$ cat src/rtl/pll_seq_pkg.sv
// Shared definitions for the PLL reset sequencer: state encoding, parameter
// defaults and the counter-width helper.
package pll_seq_pkg;

    typedef enum logic [2:0] {
        HOLD      = 3'd0,
        WAIT_LOCK = 3'd1,
        STABLE    = 3'd2,
        RUN       = 3'd3,
        FAIL      = 3'd4
    } state_e;

    localparam int DEF_PLL_RESET_CYCLES = 16;
    localparam int DEF_STABLE_CYCLES    = 1024;
    localparam int DEF_TIMEOUT_CYCLES   = 65536;
    localparam int DEF_MAX_RETRIES      = 7;
    localparam int RETRY_W              = 3;

    // Wide enough to hold (largest cycle count - 1); never narrower than one bit.
    function automatic int cnt_width(input int a, input int b, input int c);
        int m;
        m = a;
        if (b > m) m = b;
        if (c > m) m = c;
        return (m <= 2) ? 1 : $clog2(m);
    endfunction

endpackage

$ cat src/rtl/pll_reset_sequencer_sync2.sv
// Two-flop synchronizer for a single asynchronous level; both flops clear on reset.
module sync2 (
    input  logic clock_i,
    input  logic reset_i,
    input  logic d_i,
    output logic q_o
);

    logic meta_q;
    logic sync_q;

    always_ff @(posedge clock_i or posedge reset_i) begin
        if (reset_i) begin
            meta_q <= 1'b0;
            sync_q <= 1'b0;
        end else begin
            meta_q <= d_i;
            sync_q <= meta_q;
        end
    end

    assign q_o = sync_q;

endmodule

$ cat src/rtl/pll_reset_sequencer.sv
// Sequences PLL reset, waits for a qualified lock and releases downstream reset,
// retrying on timeout and latching a sticky failure after MAX_RETRIES retries.
module pll_reset_sequencer
    import pll_seq_pkg::*;
#(
    parameter int PLL_RESET_CYCLES = DEF_PLL_RESET_CYCLES,
    parameter int STABLE_CYCLES    = DEF_STABLE_CYCLES,
    parameter int TIMEOUT_CYCLES   = DEF_TIMEOUT_CYCLES,
    parameter int MAX_RETRIES      = DEF_MAX_RETRIES
) (
    input  logic               clock,
    input  logic               reset,
    input  logic               locked,
    output logic               pll_resetb,
    output logic               sys_reset,
    output logic               ready,
    output logic               fail,
    output logic [RETRY_W-1:0] retry_count
);

    localparam int CNT_W = cnt_width(PLL_RESET_CYCLES, STABLE_CYCLES, TIMEOUT_CYCLES);

    localparam logic [CNT_W-1:0]   HOLD_LAST    = CNT_W'(PLL_RESET_CYCLES - 1);
    localparam logic [CNT_W-1:0]   STABLE_LAST  = CNT_W'(STABLE_CYCLES - 1);
    localparam logic [CNT_W-1:0]   TIMEOUT_LAST = CNT_W'(TIMEOUT_CYCLES - 1);
    localparam logic [RETRY_W-1:0] RETRY_MAX    = RETRY_W'(MAX_RETRIES);

    state_e               state_q, state_d;
    logic [CNT_W-1:0]     cnt_q, cnt_d;
    logic [RETRY_W-1:0]   retry_q, retry_d;
    logic                 pll_resetb_q, pll_resetb_d;
    logic                 sys_reset_q, sys_reset_d;
    logic                 ready_q, ready_d;
    logic                 fail_q, fail_d;
    logic                 locked_s;

    sync2 u_sync2 (
        .clock_i (clock),
        .reset_i (reset),
        .d_i     (locked),
        .q_o     (locked_s)
    );

    always_ff @(posedge clock or posedge reset) begin
        if (reset) begin
            state_q      <= HOLD;
            cnt_q        <= '0;
            retry_q      <= '0;
            pll_resetb_q <= 1'b0;
            sys_reset_q  <= 1'b1;
            ready_q      <= 1'b0;
            fail_q       <= 1'b0;
        end else begin
            state_q      <= state_d;
            cnt_q        <= cnt_d;
            retry_q      <= retry_d;
            pll_resetb_q <= pll_resetb_d;
            sys_reset_q  <= sys_reset_d;
            ready_q      <= ready_d;
            fail_q       <= fail_d;
        end
    end

    // Every terminal compare fires before cnt can overflow, so cnt never wraps.
    always_comb begin
        state_d = state_q;
        cnt_d   = cnt_q;
        retry_d = retry_q;
        case (state_q)
            HOLD: begin
                if (cnt_q == HOLD_LAST) begin
                    state_d = WAIT_LOCK;
                    cnt_d   = '0;
                end else begin
                    cnt_d = cnt_q + CNT_W'(1);
                end
            end
            WAIT_LOCK: begin
                if (locked_s) begin
                    state_d = STABLE;
                    cnt_d   = '0;
                end else if (cnt_q == TIMEOUT_LAST) begin
                    cnt_d = '0;
                    if (retry_q < RETRY_MAX) begin
                        state_d = HOLD;
                        retry_d = retry_q + RETRY_W'(1);
                    end else begin
                        state_d = FAIL;
                    end
                end else begin
                    cnt_d = cnt_q + CNT_W'(1);
                end
            end
            STABLE: begin
                if (!locked_s) begin
                    state_d = WAIT_LOCK;
                    cnt_d   = '0;
                end else if (cnt_q == STABLE_LAST) begin
                    state_d = RUN;
                    cnt_d   = '0;
                    retry_d = '0;
                end else begin
                    cnt_d = cnt_q + CNT_W'(1);
                end
            end
            RUN: begin
                if (!locked_s) begin
                    state_d = HOLD;
                    cnt_d   = '0;
                end
            end
            FAIL: begin
                state_d = FAIL;
            end
            default: begin
                state_d = HOLD;
                cnt_d   = '0;
            end
        endcase
    end

    // Outputs decode the next state so they register on the same edge as it.
    always_comb begin
        pll_resetb_d = !((state_d == HOLD) || (state_d == FAIL));
        sys_reset_d  = (state_d != RUN);
        ready_d      = (state_d == RUN);
        fail_d       = (state_d == FAIL);
    end

    assign pll_resetb  = pll_resetb_q;
    assign sys_reset   = sys_reset_q;
    assign ready       = ready_q;
    assign fail        = fail_q;
    assign retry_count = retry_q;

    a_ready_releases: assert property (@(posedge clock) disable iff (reset)
        ready |-> !sys_reset);
    a_fail_holds_pll: assert property (@(posedge clock) disable iff (reset)
        fail |-> !pll_resetb);
    a_retry_bounded: assert property (@(posedge clock) disable iff (reset)
        retry_count <= RETRY_MAX);

endmodule

$ cat config.mk
export PLATFORM = sky130hd
export DESIGN_NAME = pll_reset_sequencer
export DESIGN_NICKNAME = d
export VERILOG_FILES = /design/src/rtl/pll_seq_pkg.sv /design/src/rtl/pll_reset_sequencer_sync2.sv /design/src/rtl/pll_reset_sequencer.sv
export SDC_FILE = /design/constraint.sdc
export NUM_CORES = 1
export LEC_CHECK = 0
export ABC_AREA = 0
export CAP_MARGIN = 20
export CORE_MARGIN = 2
export CORE_UTILIZATION = 35
export CTS_CLUSTER_SIZE = 28
export DETAILED_ROUTE_END_ITERATION = 10
export DONT_BUFFER_PORTS = 1
export SYNTH_ARGS = -nofsm -noshare
export SYNTH_HDL_FRONTEND = slang
export SYNTH_HIERARCHICAL = 1
export SYNTH_SLANG_ARGS = --single-unit
$ cat constraint.sdc
create_clock -name clock -period 2.1 [get_ports clock]
set_input_delay 0.42 -clock clock [delete_from_list [all_inputs] [get_ports clock]]
set_output_delay 0.42 -clock clock [all_outputs]
set_load 0.02 [all_outputs]
==> qor.csv <==
stage;metric;value;unit
global_routing;GRT met2 Usage;21.9;%
worst_setup_path;CP Max Fanout;11;
timing;Highest Clock Rate;0.518;GHz
power_and_ir_drop;Comb pwr share;28.4;%
power_and_ir_drop;Pwr Total;1.70;mW
finish;sequential share of cell area;40.6;%
timing;final setup fails;0;
power_and_ir_drop;Int Power;1.10;mW
finish;max reg flops;16;
finish;area taken by multi-input logic gates;798;um^2
timing;fin crit share;91.9;%
timing;minimum clock period;1930;ps
drt;Pre-antenna DRT Iters;4;
clock_tree;clock tree sinks;28;
clock_tree;Latency at later pin;270;ps
timing;final slew viol count;0;
worst_setup_path;R2R Path Start;state_q[1]$_DFF_PP0_;
worst_setup_path;Worst setup SP type;flip-flop;
worst_setup_path;Max stage delay on crit path;530;ps
worst_setup_path;Critical-path top delay cell;dfrtp_1;
drt;Routed Antenna Nets;0;
finish;Filler cells;434;
synth;syn_nets;172;
drt;WL met1;1600;um
worst_setup_path;CP endpoint kind;flip-flop;
worst_setup_path;Crit path arrival time;2120;ps
outcome;outcome;finished clean;
worst_setup_path;Setup CP Type;reg -> reg;
power_and_ir_drop;Leak;0.768;nW
synth;#FFs+latches synth;28;
synth;distinct lib cells;49;
power_and_ir_drop;part of the power in the clock network;25.0;%
drt;DRT Wirelength;3310;um
finish;Comb/total area;46.2;%
synth;Post-Synthesis Cells;167;
synth;YS chip area;1570;um^2
finish;Top reg by flops;cnt_q;
finish;Layout area overhead;10.4;%
timing;setup_tns;0;ps
finish;Reg area;702;um^2
finish;Non-Filler Instances;223;
floorplanning;Row Count;24;
worst_setup_path;Crit path max-delay family;AND-OR/OR-AND gates;
finish;Flops;28;
## through the flow
stage / hold WS [ps] / utilization, % / cell area (um^2)
final: 95.4 / 40.0 / 1730
after global routing: 146 / 40.0 / 1730
after detailed placement: 169 / 38.0 / 1640
after global placement: 166 / 38.0 / 1640
after CTS: 105 / 39.8 / 1720
after floorplan: 161 / - / 1570
## cell usage after synthesis, drive strengths merged (2+ instances only)
cell type / count
inv: 8
buf: 6
dfrtp: 27
nor3b: 2
and4: 4
a211o: 2
nor4: 3
or3b: 3
nand3: 5
nand2: 15
mux2: 3
clkbuf: 2
nor3: 10
o22ai: 2
or3: 2
o21ai: 12
ha: 2
nor2: 18
mux2i: 3
and3: 3
nand4: 8
nor2b: 2
a21oi: 4
xor2: 3
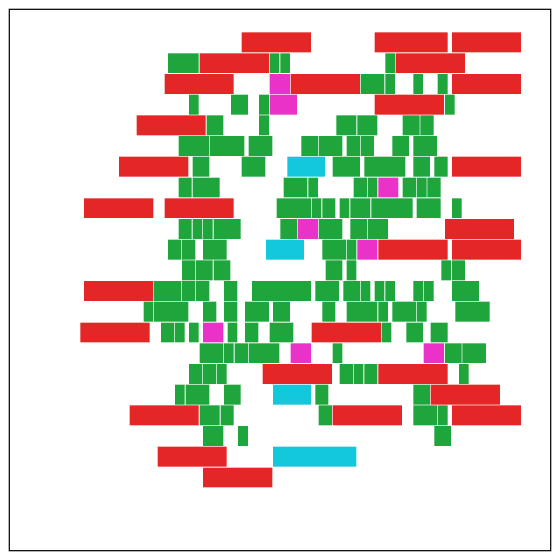
class_map.png
| class | color | cells | share of their area |
|---|---|---|---|
| remaining logic cells | green | 131 | 50% |
| registers | red | 28 | 42% |
| remaining buffers and delay cells | magenta | 8 | 3.8% |
| clock drivers and dummy loads | cyan | 4 | 4.3% |

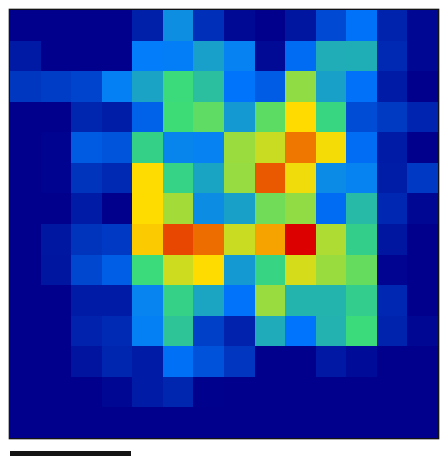
route_heat.png
The bar under the picture is 20 um long. 14 x 14 tiles, from dark blue (low) to red (high), scaled to the fullest tile. Values are wire area over tile area, all layers added.
emptiest ninth of the die: bottom left
tiles over half the peak: 15%
nearly empty tiles: 34%
mean over tiles: 0.10
densest ninth of the die: middle
fullest tile: 0.47

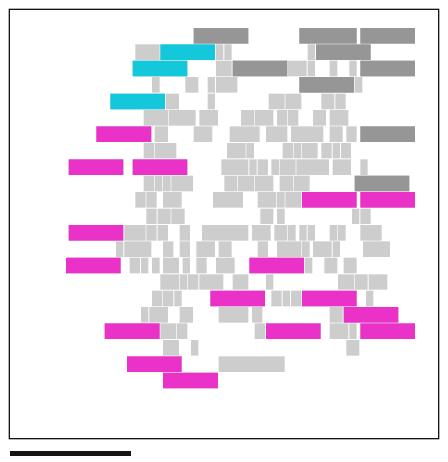
ff_map.png
The bar under the picture is 20 um long. Other sequential cells in the stronger gray, the rest of the logic in the fainter gray.
| name in the netlist | color | sequential cells |
|---|---|---|
| `cnt_q` | magenta | 16 |
| `retry_count` | cyan | 3 |

Power and IR drop assume default switching activity.
